### Sizing map

Bar = 50 um.
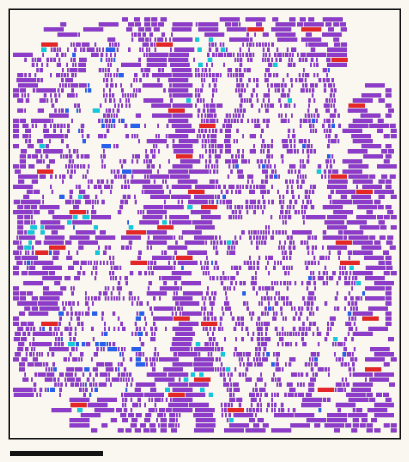
### Routed clock nets over the placement

Bar = 50 um.
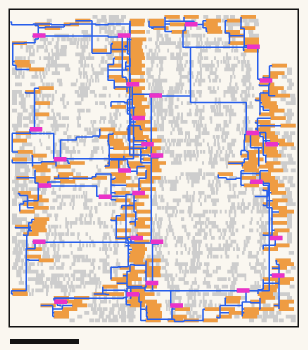
[config.mk]
export PLATFORM = sky130hd
export DESIGN_NAME = fp_widen_converter
export DESIGN_NICKNAME = d
export VERILOG_FILES = /design/src/rtl/fp_widen_pkg.sv /design/src/rtl/fp_widen_lane.sv /design/src/rtl/fp_widen_converter.sv
export SDC_FILE = /design/constraint.sdc
export NUM_CORES = 1
export LEC_CHECK = 0
export ABC_AREA = 1
export CAP_MARGIN = 5
export CORE_ASPECT_RATIO = 1.1
export CORE_UTILIZATION = 40
export DETAILED_ROUTE_END_ITERATION = 8
export PLACE_DENSITY = 0.67
export SLEW_MARGIN = 20
export SYNTH_ARGS = -nofsm -noshare
export SYNTH_HDL_FRONTEND = slang
export SYNTH_SLANG_ARGS = --single-unit
[constraint.sdc]
create_clock -name clk -period 6.4 [get_ports clk]
set_clock_uncertainty 0.2 [all_clocks]
set_input_delay 0.96 -clock clk [delete_from_list [all_inputs] [get_ports clk]]
set_output_delay 0.96 -clock clk [all_outputs]
set_load 0.02 [all_outputs]
[src/rtl/fp_widen_pkg.sv]
// rtl/fp_widen_pkg.sv - shared modes, exponent constants and stage-1 record for the FP64 widener
// Purpose: mode encoding, FP64 exponent offsets/subnormal bases, and the
// record passed from the unpack stage to the normalise stage.
package fp_widen_pkg;

  typedef enum logic [1:0] {
    MODE_FP16 = 2'd0,
    MODE_FP32 = 2'd1,
    MODE_PASS = 2'd2,
    MODE_BF16 = 2'd3
  } fp_mode_e;

  localparam int FP64_BIAS     = 1023;
  localparam int FP16_EXP_OFF  = FP64_BIAS - 15;    // 1008
  localparam int FP32_EXP_OFF  = FP64_BIAS - 127;   // 896
  // Exponent of a subnormal whose leading one sits at mantissa bit 0.
  localparam int FP16_SUB_BASE = FP16_EXP_OFF - 9;  // 999
  localparam int FP32_SUB_BASE = FP32_EXP_OFF - 22; // 874

  localparam int FP16_EXP_MAX  = 31;
  localparam int FP32_EXP_MAX  = 255;
  localparam int FP64_EXP_MAX  = 2047;

  // Bit position in the 52-bit fraction where the narrow mantissa's LSB lands.
  localparam int FP16_FRAC_POS = 42;
  localparam int FP32_FRAC_POS = 29;

  // Stage-1 result: everything is final except the subnormal left shift.
  typedef struct packed {
    logic        sign;
    logic        sub;
    logic [10:0] exp;
    logic [51:0] frac;
    logic [5:0]  shamt;
    logic        nan;
  } s1_t;

  function automatic logic [5:0] msb_index(input logic [51:0] v);
    msb_index = '0;
    for (int i = 0; i < 52; i++) begin
      if (v[i]) msb_index = 6'(i);
    end
  endfunction

endpackage

[src/rtl/fp_widen_lane.sv]
// rtl/fp_widen_lane.sv - one 64-bit lane of the two-stage FP16/FP32/BF16 to FP64 widener
// Purpose: S1 unpacks, classifies and finds the leading one; S2 normalises
// subnormals and packs the FP64 word. No handshake logic; the parent drives
// the stage enables.
// Ports:
//   clk, rstn      clock, asynchronous active-low reset
//   s1_en, s2_en   stage load enables
//   mode           conversion mode of the beat being loaded into S1
//   din            64-bit lane input (narrow formats in the low bits)
//   dout, nan      FP64 result and its NaN flag (S2 register outputs)
module fp_widen_lane
  import fp_widen_pkg::*;
#(
  parameter bit PIPE_RST_DATA = 1'b0
) (
  input  logic        clk,
  input  logic        rstn,
  input  logic        s1_en,
  input  logic        s2_en,
  input  logic [1:0]  mode,
  input  logic [63:0] din,
  output logic [63:0] dout,
  output logic        nan
);

  fp_mode_e    mode_e;
  logic [31:0] w32;
  logic        sgn, e_zero, e_max;
  logic [51:0] frac52;
  logic [10:0] exp_norm, sub_base;
  logic [5:0]  frac_pos, msb;
  s1_t         s1_d, s1_q;
  logic [63:0] s2_d;

  assign mode_e = fp_mode_e'(mode);

  always_comb begin
    // BF16 is the upper half of an FP32 word.
    w32 = (mode_e == MODE_BF16) ? {din[15:0], 16'h0000} : din[31:0];
    if (mode_e == MODE_FP16) begin
      sgn      = din[15];
      e_zero   = (din[14:10] == 5'd0);
      e_max    = (din[14:10] == 5'(FP16_EXP_MAX));
      frac52   = {din[9:0], 42'd0};
      exp_norm = {6'd0, din[14:10]} + 11'(FP16_EXP_OFF);
      sub_base = 11'(FP16_SUB_BASE);
      frac_pos = 6'(FP16_FRAC_POS);
    end else begin
      sgn      = w32[31];
      e_zero   = (w32[30:23] == 8'd0);
      e_max    = (w32[30:23] == 8'(FP32_EXP_MAX));
      frac52   = {w32[22:0], 29'd0};
      exp_norm = {3'd0, w32[30:23]} + 11'(FP32_EXP_OFF);
      sub_base = 11'(FP32_SUB_BASE);
      frac_pos = 6'(FP32_FRAC_POS);
    end
    msb = msb_index(frac52);

    s1_d      = '0;
    s1_d.sign = sgn;
    if (mode_e == MODE_PASS) begin
      s1_d.sign = din[63];
      s1_d.exp  = din[62:52];
      s1_d.frac = din[51:0];
      s1_d.nan  = (din[62:52] == 11'(FP64_EXP_MAX)) && (din[51:0] != '0);
    end else if (e_max) begin
      s1_d.exp = 11'(FP64_EXP_MAX);
      if (frac52 != '0) begin
        // Quiet the NaN, keep the payload bits that fit below the quiet bit.
        s1_d.frac = {1'b1, frac52[50:0]};
        s1_d.nan  = 1'b1;
      end
    end else if (e_zero) begin
      if (frac52 != '0) begin
        s1_d.sub   = 1'b1;
        s1_d.exp   = sub_base + {5'd0, msb} - {5'd0, frac_pos};
        s1_d.frac  = frac52;
        // Shifting the leading one out of the top makes it the hidden bit.
        s1_d.shamt = 6'd52 - msb;
      end
    end else begin
      s1_d.exp  = exp_norm;
      s1_d.frac = frac52;
    end
  end

  always_comb begin
    s2_d = {s1_q.sign, s1_q.exp, s1_q.sub ? (s1_q.frac << s1_q.shamt) : s1_q.frac};
  end

  always_ff @(posedge clk or negedge rstn) begin
    if (!rstn) begin
      if (PIPE_RST_DATA) begin
        s1_q <= '0;
        dout <= '0;
        nan  <= 1'b0;
      end
    end else begin
      if (s1_en) s1_q <= s1_d;
      if (s2_en) begin
        dout <= s2_d;
        nan  <= s1_q.nan;
      end
    end
  end

endmodule

[src/rtl/fp_widen_converter.sv]
// rtl/fp_widen_converter.sv - multi-lane pipelined widening converter to FP64 with valid/ready
// Purpose: LANES independent lanes sharing one mode and one handshake;
// two-stage pipeline, latency 2, one beat per cycle, capacity 2 beats.
// Ports:
//   clk, rstn                   clock, asynchronous active-low reset
//   Ctrl_sig                    per-beat mode (0 FP16, 1 FP32, 2 FP64 pass, 3 BF16)
//   input_valid/ready/data      input beat, lane i at [64i+63:64i]
//   output_valid/ready/data     FP64 result beat
//   output_nan                  per-lane NaN flag, qualified by output_valid
module fp_widen_converter
  import fp_widen_pkg::*;
#(
  parameter int LANES         = 2,
  parameter bit PIPE_RST_DATA = 1'b0
) (
  input  logic                  clk,
  input  logic                  rstn,
  input  logic [1:0]            Ctrl_sig,
  input  logic                  input_valid,
  output logic                  input_ready,
  input  logic [64*LANES-1:0]   input_data,
  output logic                  output_valid,
  input  logic                  output_ready,
  output logic [64*LANES-1:0]   output_data,
  output logic [LANES-1:0]      output_nan
);

  logic             s1_valid, s2_valid;
  logic             s2_ready, s1_en, s2_en;
  logic [LANES-1:0] lane_nan;

  // Ready ripples back combinationally so a full pipe still streams when
  // the consumer accepts.
  assign s2_ready    = !s2_valid || output_ready;
  assign input_ready = !s1_valid || s2_ready;
  assign s1_en       = input_valid && input_ready;
  assign s2_en       = s1_valid && s2_ready;

  always_ff @(posedge clk or negedge rstn) begin
    if (!rstn) begin
      s1_valid <= 1'b0;
      s2_valid <= 1'b0;
    end else begin
      if (input_ready) s1_valid <= input_valid;
      if (s2_ready)    s2_valid <= s1_valid;
    end
  end

  assign output_valid = s2_valid;
  // Gate so the flag drops with reset even when data registers are not cleared.
  assign output_nan   = lane_nan & {LANES{s2_valid}};

  for (genvar i = 0; i < LANES; i++) begin : g_lane
    fp_widen_lane #(
      .PIPE_RST_DATA(PIPE_RST_DATA)
    ) u_lane (
      .clk  (clk),
      .rstn (rstn),
      .s1_en(s1_en),
      .s2_en(s2_en),
      .mode (Ctrl_sig),
      .din  (input_data[64*i +: 64]),
      .dout (output_data[64*i +: 64]),
      .nan  (lane_nan[i])
    );
  end

endmodule
==> run summary <==
Physical implementation

CTS reports a maximum clock tree buffer depth of 3. The kind of end point of the critical path is a flop. Detailed routing placed a total of 6339 um of wire on met3.

The OpenROAD report gives the critical path a data arrival time of 5.12 ns. Ranked by total cell area, the synthesized netlist is headed by sky130_fd_sc_hd__edfxtp_1, sky130_fd_sc_hd__nand2_1, sky130_fd_sc_hd__o21ai_0, sky130_fd_sc_hd__inv_1, sky130_fd_sc_hd__mux2i_1. Setup repair after global routing left no endpoint under its margin. The most common logic cells in the final layout are sky130_fd_sc_hd__nand2_1, sky130_fd_sc_hd__o21ai_0, sky130_fd_sc_hd__edfxtp_1. The synthesized cell area is 18800 sq um. The number of global-route vias before repair is approximately 17000. The tally of yosys warning messages is 0. The most frequent logic cell in the layout is sky130_fd_sc_hd__nand2_1.

Per the timing report, the most critical flop-to-flop path originates at g_lane[0].u_lane.s1_q[1]$_SDFFCE_PP0P_. The highest clock rate this design can be run at is 0.2003 GHz. Per the post-route antenna check, the number of violating nets is 0. The filler cell count is 4569. The count of mapped cells out of synthesis is 2440. The number of cells on the worst reg-to-reg path is 12. For this run, the post-layout net count is 2778.

Dividing total power by cell area gives a power density of 216.4 nW/um^2. The standard cell with the maximum stage delay on the critical path is sky130_fd_sc_hd__clkdlybuf4s50_1. The layout summary lists the proportion of cells stronger than drive strength 1 as roughly 5.7%. The capture point of the worst reg-to-reg path is g_lane[0].u_lane.dout[50]$_DFFE_PP_. The vertical die dimension is 229.4 um. The number of buffers added for setup after CTS is 0.

The total tool warning count is 37. Net switching is a little over 30% of the power. The area share of the largest cell type after synthesis is 43.76%. The final count of hold timing violations is 0. The number of different library cells used by synthesis comes to about 53. STA reports a reg2reg setup slack of 2.62 ns. The leakage power is 0.009145 uW. The count of buffers inserted at the top-level ports is 265. The endpoint of the worst hold path is g_lane[0].u_lane.dout[52]$_DFFE_PP_. After detailed routing, the total wire length is 70730 um.

The post-CTS hold buffer count recorded in the log is 0. TritonCTS built the clock tree. The width of the chip is around 210 um.

During I/O placement, the number of pins put on the boundary was between 200 and 300. The most frequent cell on the critical path is sky130_fd_sc_hd__nand2_1. The worst-case vdd ir drop is between 0.15 and 0.2 mV.

The routed length on met1 is 31040 um. The run finished with clean final reports. Checking max transition, the worst relative margin is between 30% and 40%. The synthesis run shows the most used standard cells to be sky130_fd_sc_hd__nand2_1, sky130_fd_sc_hd__o21ai_0, sky130_fd_sc_hd__edfxtp_1, sky130_fd_sc_hd__inv_1, sky130_fd_sc_hd__nor2_1. Entering global routing, the biggest net connects 131 pins. The number of antenna violations at the first check in global routing is 1. After global routing the overflow that remains totals 0.

Of the total power, registers draw 43.9%. The post-DP HPWL is 54010 um. The number of DRC markers in iteration 0 is 2026.

The final critical path takes up 78.02% of the cycle. From the final report, the count of setup violators was given as 0. The total number of H-tree levels is 1. The number of clock sinks is 276. The global-route wire length before repair is between 100000 and 150000 um. The post-cts repair resize count is 0. In the floorplan report the effective utilization is 40.90%. Sequential cells were found to cover approximately 44% of the synthesized design area. The pin closest to its max-slew limit shows a slew of 1.042 ns. The die covers roughly 48000 sq um. By startpoint and endpoint, the worst setup path is classified as in2reg.
## Picture notes: 'Sizing map'
[drive 3 to 4] cyan | cells: 44 | share: 1.7%
[drive 6 and up] red | cells: 33 | share: 1.3%
[drive 1 or less] purple | cells: 2485 | share: 94%
[drive 2] blue | cells: 74 | share: 2.8%
Finished Cell Area: 22760 sq um
Worst Setup Slack, final: 1.407 ns
Layout area overhead: 21.04%
Buffers excl. clock: 295

## Picture notes: 'Routed clock nets over the placement'
[flip-flops] orange | count: 276
[cells driving clock nets] magenta | count: 29
[clock wires] blue | length: 3610 um
flops lie: all over the die
routed clock nets: 30
power in the clock group: 1660 uW
worst skew pair latency: 0.58 ns
Clk pwr share: 33.6%

cell families after synthesis:
kind of cell / Yosys count / share of synthesized area, %
other cells: 1 / 0.01995
compound gates: 596 / 18.27
xor+xnor: 4 / 0.1864
flops: 276 / 44.03
simple gates: 1029 / 22.63
buf+inv: 427 / 8.825
mux: 81 / 4.313
fa+ha+maj: 26 / 1.730
how the worst max path moves through the flow:
| stage | end | start | cells past startpoint | slack [ns] |
|---|---|---|---|---|
| floorplan | g_lane[0].u_lane.dout[0]$_DFFE_PP_ | rstn | 2 | 1.34 |
| global placement | g_lane[1].u_lane.s1_q[66]$_DFFE_PP_ | Ctrl_sig[0] | 29 | 0.85 |
| detailed placement | g_lane[1].u_lane.s1_q[66]$_DFFE_PP_ | Ctrl_sig[0] | 29 | 0.84 |
| CTS | g_lane[1].u_lane.s1_q[66]$_DFFE_PP_ | Ctrl_sig[0] | 29 | 1.46 |
| global route | g_lane[0].u_lane.s1_q[68]$_DFFE_PP_ | Ctrl_sig[0] | 18 | 1.03 |
| finish | g_lane[1].u_lane.s1_q[66]$_DFFE_PP_ | Ctrl_sig[0] | 33 | 1.41 |
area by class of cell:
type	count	area (sq um)	area share (%)
multi-input cells	1738	8882	39.03
diodes	1	2.502	0.01100
flip-flops and latches	276	8278	36.38
repair buffers	295	2890	12.70
clock inverters	18	185.2	0.8138
clock buffers	31	733.2	3.222
inverters	278	1049	4.608
well taps	588	735.7	3.233
per-layer routing:
layer | GRT usage [%] | up-vias
met5 | 0 | -
met2 | 45.04 | 965
met4 | 7.560 | 2
li1 | - | 8713
met3 | 4.525 | 102
met1 | 41.93 | 8757
registers in the layout, indices dropped and copies added (netlist names):
register            cells
g_lane.u_lane.s1_q    144
output_valid            1
g_lane.u_lane.nan       2
s1_valid                1
g_lane.u_lane.dout    128
per-stage QoR:
step | hold WS, ns | instances
3_5_place_dp | 0.2059 | 3175
4_1_cts | 0.2179 | 3224
2_1_floorplan | 0.2003 | 2441
3_3_place_gp | 0.2009 | 3175
6_report | 0.2179 | 3225
5_1_grt | 0.2271 | 3224
power by group through the flow:
stage | logic [uW] | clock network, uW | registers [uW]
6_report | 1110 | 1660 | 2160
5_1_grt | 1200 | 1760 | 2170
4_1_cts | 1090 | 1700 | 2160
3_5_place_dp | 1090 | 0 | 2200
3_3_place_gp | 1090 | 0 | 2200
2_1_floorplan | 611 | 0 | 2230
worst max-delay path: cells and delay by family:
| kind | cells | cell delay, ns |
|---|---|---|
| AND-OR/OR-AND | 4 | 0.57 |
| adder cells (fa/ha/maj) | 2 | 0.44 |
| buffers and inverters | 5 | 1.39 |
| AND/OR/NAND/NOR | 22 | 1.72 |
Power figures rest on the tool's default switching activity, not on a simulated workload.
